### config.mk
export PLATFORM = sky130hd
export DESIGN_NAME = fft_frame_sequencer_flat
export DESIGN_NICKNAME = d
export VERILOG_FILES = /design/src/rtl/fft_frame_sequencer_if.sv /design/src/rtl/fft_frame_sequencer.sv /design/src/flat_wrapper.sv
export SDC_FILE = /design/constraint.sdc
export NUM_CORES = 1
export LEC_CHECK = 0
export CAP_MARGIN = 20
export CORE_MARGIN = 1
export CORE_UTILIZATION = 41
export CTS_CLUSTER_SIZE = 14
export DETAILED_ROUTE_END_ITERATION = 10
export GPL_TIMING_DRIVEN = 1
export PLACE_DENSITY = 0.84
export SYNTH_ARGS = -nofsm -noshare
export SYNTH_HDL_FRONTEND = slang
export SYNTH_SLANG_ARGS = --single-unit
### constraint.sdc
create_clock -name clk -period 2.05 [get_ports clk]
set_clock_uncertainty 0.15 [all_clocks]
set_input_delay 0.3075 -clock clk [delete_from_list [all_inputs] [get_ports clk]]
set_output_delay 0.3075 -clock clk [all_outputs]
set_load 0.02 [all_outputs]
### src/rtl/fft_frame_sequencer_if.sv
// Stream bundle for fft_frame_sequencer: audio sample input and magnitude output handshakes.
interface fft_frame_sequencer_if #(
    parameter int unsigned FFT_DW   = 16,
    parameter int unsigned NUM_BINS = 512,
    parameter int unsigned MAG_W    = 16
);
    localparam int unsigned BW = $clog2(NUM_BINS);

    logic              s_valid_i;
    logic              s_ready_o;
    logic [FFT_DW-1:0] s_real_i;
    logic [FFT_DW-1:0] s_imag_i;

    logic              m_valid_o;
    logic              m_ready_i;
    logic [MAG_W-1:0]  m_mag_o;
    logic [BW-1:0]     m_index_o;
    logic              m_last_o;
    logic [7:0]        m_bfpexp_o;

    modport master (
        input  s_valid_i, s_real_i, s_imag_i, m_ready_i,
        output s_ready_o, m_valid_o, m_mag_o, m_index_o, m_last_o, m_bfpexp_o
    );

    modport slave (
        output s_valid_i, s_real_i, s_imag_i, m_ready_i,
        input  s_ready_o, m_valid_o, m_mag_o, m_index_o, m_last_o, m_bfpexp_o
    );
endinterface

### src/rtl/fft_frame_sequencer.sv
// Frame controller: gates one FFT frame of samples in, then sweeps magnitude bins downstream.
// Optional watchdog on the FFT/magnitude waits is enabled by defining FFT_SEQ_TIMEOUT_EN.
module fft_frame_sequencer #(
    parameter int unsigned FFT_LENGTH     = 1024,
    parameter int unsigned FFT_DW         = 16,
    parameter int unsigned NUM_BINS       = 512,
    parameter int unsigned MAG_W          = 16
`ifdef FFT_SEQ_TIMEOUT_EN
   ,parameter int unsigned TIMEOUT_CYCLES = 65535
`endif
) (
    input  logic                        clk,
    input  logic                        reset,
    input  logic                        enable_i,
    fft_frame_sequencer_if.master       bus,
    output logic                        fft_clear_o,
    output logic                        fft_sact_o,
    output logic [FFT_DW-1:0]           fft_real_o,
    output logic [FFT_DW-1:0]           fft_imag_o,
    input  logic                        fft_done_i,
    input  logic [7:0]                  fft_bfpexp_i,
    output logic                        bin_req_o,
    output logic [$clog2(NUM_BINS)-1:0] bin_index_o,
    input  logic                        bin_ack_i,
    input  logic [MAG_W-1:0]            bin_mag_i,
    output logic                        frame_done_o,
    output logic                        busy_o,
    output logic [15:0]                 frame_count_o,
    output logic                        timeout_o
);
    localparam int unsigned SW = $clog2(FFT_LENGTH);
    localparam int unsigned BW = $clog2(NUM_BINS);
    localparam logic [SW-1:0] LAST_SAMPLE = SW'(FFT_LENGTH - 1);
    localparam logic [BW-1:0] LAST_BIN    = BW'(NUM_BINS - 1);

    typedef enum logic [2:0] {
        IDLE, CLEAR, LOAD, WAIT_FFT, REQ, WAIT_ACK, OUTPUT, DONE
    } state_t;

    state_t        state;
    logic [SW-1:0] sample_count;

`ifdef FFT_SEQ_TIMEOUT_EN
    localparam int unsigned WW = $clog2(TIMEOUT_CYCLES + 1);
    localparam logic [WW-1:0] WD_LIMIT = WW'(TIMEOUT_CYCLES - 1);
    logic [WW-1:0] wd_count;
`else
    assign timeout_o = 1'b0;
`endif

    // bin_index_o doubles as the bin counter; it is only advanced on entry to REQ
    always_ff @(posedge clk) begin
        if (reset) begin
            state          <= IDLE;
            sample_count   <= '0;
            fft_clear_o    <= 1'b0;
            fft_sact_o     <= 1'b0;
            fft_real_o     <= '0;
            fft_imag_o     <= '0;
            bin_req_o      <= 1'b0;
            bin_index_o    <= '0;
            frame_done_o   <= 1'b0;
            busy_o         <= 1'b0;
            frame_count_o  <= '0;
            bus.s_ready_o  <= 1'b0;
            bus.m_valid_o  <= 1'b0;
            bus.m_mag_o    <= '0;
            bus.m_index_o  <= '0;
            bus.m_last_o   <= 1'b0;
            bus.m_bfpexp_o <= '0;
`ifdef FFT_SEQ_TIMEOUT_EN
            wd_count       <= '0;
            timeout_o      <= 1'b0;
`endif
        end else begin
            fft_clear_o  <= 1'b0;
            fft_sact_o   <= 1'b0;
            bin_req_o    <= 1'b0;
            frame_done_o <= 1'b0;

            case (state)
                IDLE: begin
                    if (enable_i) begin
                        fft_clear_o <= 1'b1;
                        busy_o      <= 1'b1;
                        state       <= CLEAR;
                    end
                end

                CLEAR: begin
                    sample_count  <= '0;
                    bus.s_ready_o <= 1'b1;
                    state         <= LOAD;
                end

                LOAD: begin
                    if (bus.s_valid_i && bus.s_ready_o) begin
                        fft_real_o <= bus.s_real_i;
                        fft_imag_o <= bus.s_imag_i;
                        fft_sact_o <= 1'b1;
                        if (sample_count == LAST_SAMPLE) begin
                            bus.s_ready_o <= 1'b0;
                            state         <= WAIT_FFT;
`ifdef FFT_SEQ_TIMEOUT_EN
                            wd_count      <= '0;
`endif
                        end else begin
                            sample_count <= sample_count + 1'b1;
                        end
                    end
                end

                WAIT_FFT: begin
                    if (fft_done_i) begin
                        bus.m_bfpexp_o <= fft_bfpexp_i;
                        bin_index_o    <= '0;
                        bin_req_o      <= 1'b1;
                        state          <= REQ;
                    end
`ifdef FFT_SEQ_TIMEOUT_EN
                    else if (wd_count == WD_LIMIT) begin
                        timeout_o   <= 1'b1;
                        fft_clear_o <= 1'b1;
                        state       <= CLEAR;
                    end else begin
                        wd_count <= wd_count + 1'b1;
                    end
`endif
                end

                REQ: begin
                    state <= WAIT_ACK;
`ifdef FFT_SEQ_TIMEOUT_EN
                    wd_count <= '0;
`endif
                end

                WAIT_ACK: begin
                    if (bin_ack_i) begin
                        bus.m_mag_o   <= bin_mag_i;
                        bus.m_index_o <= bin_index_o;
                        bus.m_last_o  <= (bin_index_o == LAST_BIN);
                        bus.m_valid_o <= 1'b1;
                        state         <= OUTPUT;
                    end
`ifdef FFT_SEQ_TIMEOUT_EN
                    else if (wd_count == WD_LIMIT) begin
                        timeout_o   <= 1'b1;
                        fft_clear_o <= 1'b1;
                        state       <= CLEAR;
                    end else begin
                        wd_count <= wd_count + 1'b1;
                    end
`endif
                end

                OUTPUT: begin
                    if (bus.m_ready_i) begin
                        bus.m_valid_o <= 1'b0;
                        if (bus.m_last_o) begin
                            frame_done_o  <= 1'b1;
                            frame_count_o <= frame_count_o + 16'd1;
                            state         <= DONE;
                        end else begin
                            bin_index_o <= bin_index_o + 1'b1;
                            bin_req_o   <= 1'b1;
                            state       <= REQ;
                        end
                    end
                end

                DONE: begin
                    if (enable_i) begin
                        fft_clear_o <= 1'b1;
                        state       <= CLEAR;
                    end else begin
                        busy_o <= 1'b0;
                        state  <= IDLE;
                    end
                end

                default: state <= IDLE;
            endcase
        end
    end
endmodule
### src/flat_wrapper.sv
// flat-port wrapper written by rule: the top's interface ports become plain ports
module fft_frame_sequencer_flat 
#(
    parameter int unsigned FFT_LENGTH     = 1024,
    parameter int unsigned FFT_DW         = 16,
    parameter int unsigned NUM_BINS       = 512,
    parameter int unsigned MAG_W          = 16

)
  (clk, reset, enable_i, fft_clear_o, fft_sact_o, fft_real_o, fft_imag_o, fft_done_i, fft_bfpexp_i, bin_req_o, bin_index_o, bin_ack_i, bin_mag_i, frame_done_o, busy_o, frame_count_o, timeout_o, bus_s_valid_i, bus_s_real_i, bus_s_imag_i, bus_m_ready_i, bus_s_ready_o, bus_m_valid_o, bus_m_mag_o, bus_m_index_o, bus_m_last_o, bus_m_bfpexp_o);
  fft_frame_sequencer_if #(.FFT_DW(FFT_DW), .NUM_BINS(NUM_BINS), .MAG_W(MAG_W)) bus_i ();
  input  logic clk;
  input  logic reset;
  input  logic enable_i;
  output logic fft_clear_o;
  output logic fft_sact_o;
  output logic [FFT_DW-1:0] fft_real_o;
  output logic [FFT_DW-1:0] fft_imag_o;
  input  logic fft_done_i;
  input  logic [7:0] fft_bfpexp_i;
  output logic bin_req_o;
  output logic [$clog2(NUM_BINS)-1:0] bin_index_o;
  input  logic bin_ack_i;
  input  logic [MAG_W-1:0] bin_mag_i;
  output logic frame_done_o;
  output logic busy_o;
  output logic [15:0] frame_count_o;
  output logic timeout_o;
  input wire logic [$bits(bus_i.s_valid_i)-1:0] bus_s_valid_i;
  input wire logic [$bits(bus_i.s_real_i)-1:0] bus_s_real_i;
  input wire logic [$bits(bus_i.s_imag_i)-1:0] bus_s_imag_i;
  input wire logic [$bits(bus_i.m_ready_i)-1:0] bus_m_ready_i;
  output wire logic [$bits(bus_i.s_ready_o)-1:0] bus_s_ready_o;
  output wire logic [$bits(bus_i.m_valid_o)-1:0] bus_m_valid_o;
  output wire logic [$bits(bus_i.m_mag_o)-1:0] bus_m_mag_o;
  output wire logic [$bits(bus_i.m_index_o)-1:0] bus_m_index_o;
  output wire logic [$bits(bus_i.m_last_o)-1:0] bus_m_last_o;
  output wire logic [$bits(bus_i.m_bfpexp_o)-1:0] bus_m_bfpexp_o;
  assign bus_i.s_valid_i = bus_s_valid_i;
  assign bus_i.s_real_i = bus_s_real_i;
  assign bus_i.s_imag_i = bus_s_imag_i;
  assign bus_i.m_ready_i = bus_m_ready_i;
  assign bus_s_ready_o = bus_i.s_ready_o;
  assign bus_m_valid_o = bus_i.m_valid_o;
  assign bus_m_mag_o = bus_i.m_mag_o;
  assign bus_m_index_o = bus_i.m_index_o;
  assign bus_m_last_o = bus_i.m_last_o;
  assign bus_m_bfpexp_o = bus_i.m_bfpexp_o;
  fft_frame_sequencer #(.FFT_LENGTH(FFT_LENGTH), .FFT_DW(FFT_DW), .NUM_BINS(NUM_BINS), .MAG_W(MAG_W)) u_core (.clk(clk), .reset(reset), .enable_i(enable_i), .bus(bus_i), .fft_clear_o(fft_clear_o), .fft_sact_o(fft_sact_o), .fft_real_o(fft_real_o), .fft_imag_o(fft_imag_o), .fft_done_i(fft_done_i), .fft_bfpexp_i(fft_bfpexp_i), .bin_req_o(bin_req_o), .bin_index_o(bin_index_o), .bin_ack_i(bin_ack_i), .bin_mag_i(bin_mag_i), .frame_done_o(frame_done_o), .busy_o(busy_o), .frame_count_o(frame_count_o), .timeout_o(timeout_o));
endmodule
Fig. 1: clock distribution
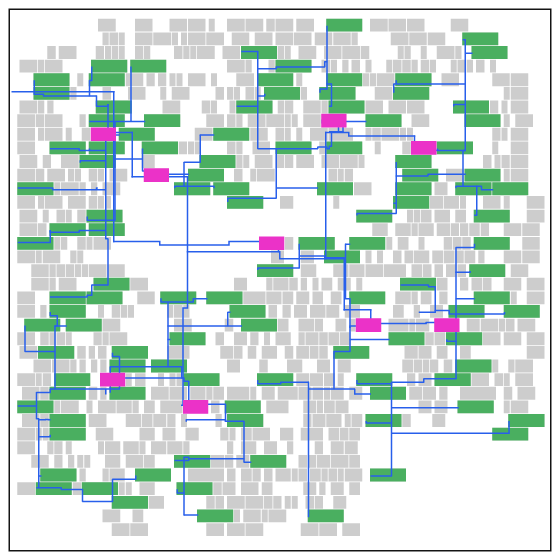
clock drivers: drawn in magenta, count 9. flip-flops: drawn in green, count 111. clock wires: drawn in blue, length 1,270 µm.
Position of the flops: all over the die.

Fig. 2: sequential cells grouped by signal name
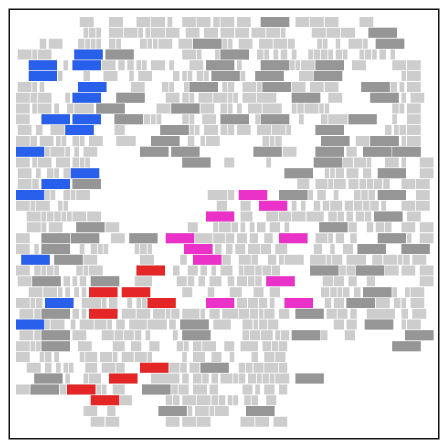
`u_core.sample_count`: drawn in magenta, sequential cells 10, where middle. `u_core.bus.m_mag_o`: drawn in blue, sequential cells 16. `u_core.bin_index_o`: drawn in red, sequential cells 9.
Another 76 sequential cells are not coloured.

Fig. 3: placement view
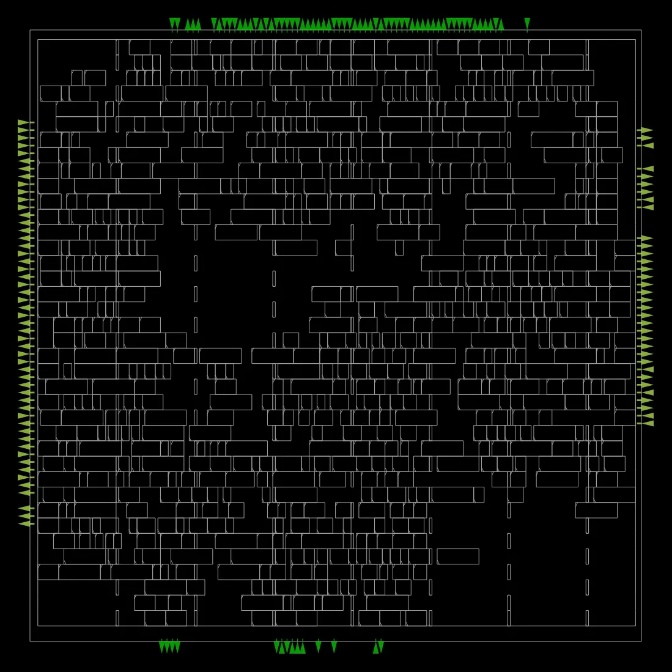
final cell count without fillers: 872
area of the core: 10,900 µm²
flop count: 111

==> run summary <==
run results: PortBufs 160, Fmax achieved just over 0.5 GHz, met1 WL 5.19 mm, gr usage total 22.2%, stage-log warning count 26, Pint 3210 µW, Slowest-stage cell, CP clkdlybuf4s50_1, pin count of the biggest net entering global routing 55, Logic pwr share 23.7%, drt pass-1 iters 5, Setup WS pre-CTS -0.149 ns, Met2 Wirelength 6.42 mm, Hold Slack 0.156 ns, Clock-cell share under 10%, hold path depth 2, Tmin final 1.98 ns, vias in the first global route 4,451, Worst setup endpoint bus_m_last_o, Worst Hold Class in2reg, post-synth top area cell dfxtp_1, MI comb area roughly 2200 µm², CTS hold repair buffers 0, die height ~110 µm, Compound Share, Synth between 15 and 20%, Seq pwr share 50.3%, area-dominant cell class after layout registers, Yosys top cell by instances nand2_1, layout cell share with drive strength beyond 1 under 10%, Inst Count DP 856, initial antenna violation count 0, Switch Pwr around 1400 µW, met3 Use GR 7.20%, clock power share 26.0%, CTS root buffer clkbuf_8, DR iter-0 viols 222, Top-Level Pins 162, Tapcells 140, met3 wire len 927 µm, DR top layer met4, Max Slew Vio Count 0, maximum VDD drop 0.502 mV, Req. time, crit path 1.59 ns, sw frac 30.2%, status complete, no violations, Routed WL 12.8 mm, CTS clock-pin slew for the worst setup and hold paths around 0.1 ns, reported combinational group power between 1000 and 1500 µW, CTS tree done, Yosys cell types approximately 49, Avg Cell Area, Syn 8.09 µm², most used logic cell in the final layout clkdlybuf4s50_1, M2 GR Usage 39.2%, Commonest cells post-synth 145 x nand2_1, 111 x dfxtp_1, 86 x a21oi_1, # clk buffers 14, GR Util met1 about a quarter, Top cells excl fill/tap 159 x clkdlybuf4s50_1, 145 x nand2_1, 111 x dfxtp_1, 86 x a21oi_1, 29 x buf_4, cycle use final 96.5%, critical path startpoint category flip-flop, crit-path leading delay family buffers and inverters, Setup crit end kind output port, Yosys warnings 0, Synth Instances approximately 570, Tot Pwr between 4000 and 5000 µW, Wirelength per Cell ~15 µm, Top cell area share 48.5%, post_cts resized 0, Flops after synth approximately 110, adder share under 10%, postcts setup bufs 0, DRT antenna net count 0
Fig. 4: wire density map
Scale bar: 20 µm. The die is cut into 22 by 22 equal tiles; dark purple is low, yellow is high, scaled to the fullest tile. Values are wire area over tile area, all layers added.
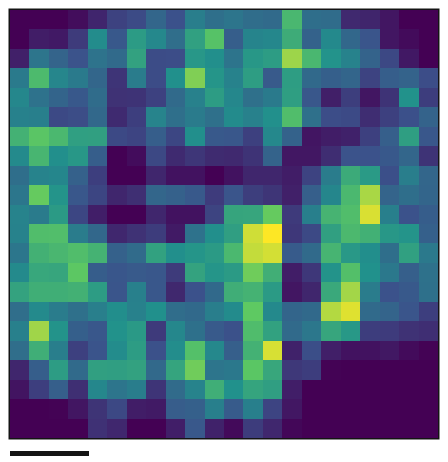
The fullest tile reaches 0.54. 23% of the tiles are over half the peak. The emptiest ninth of the die: bottom right. 11% of the tiles are nearly empty. The mean over all tiles is 0.18.

Fig. 5: signal wires on met4
Scale bar: 20 µm. Supply wires on this layer in grey.
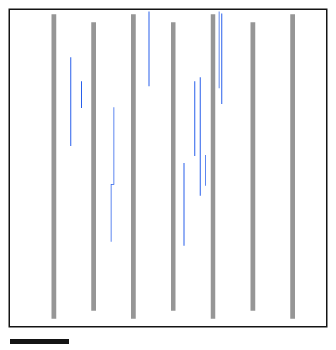
The layer carries 270 µm of wire. 7 nets have wire on it. The layer holds 2.1% of the routed length. The wires run mostly vertical.

Power and IR drop assume default switching activity.
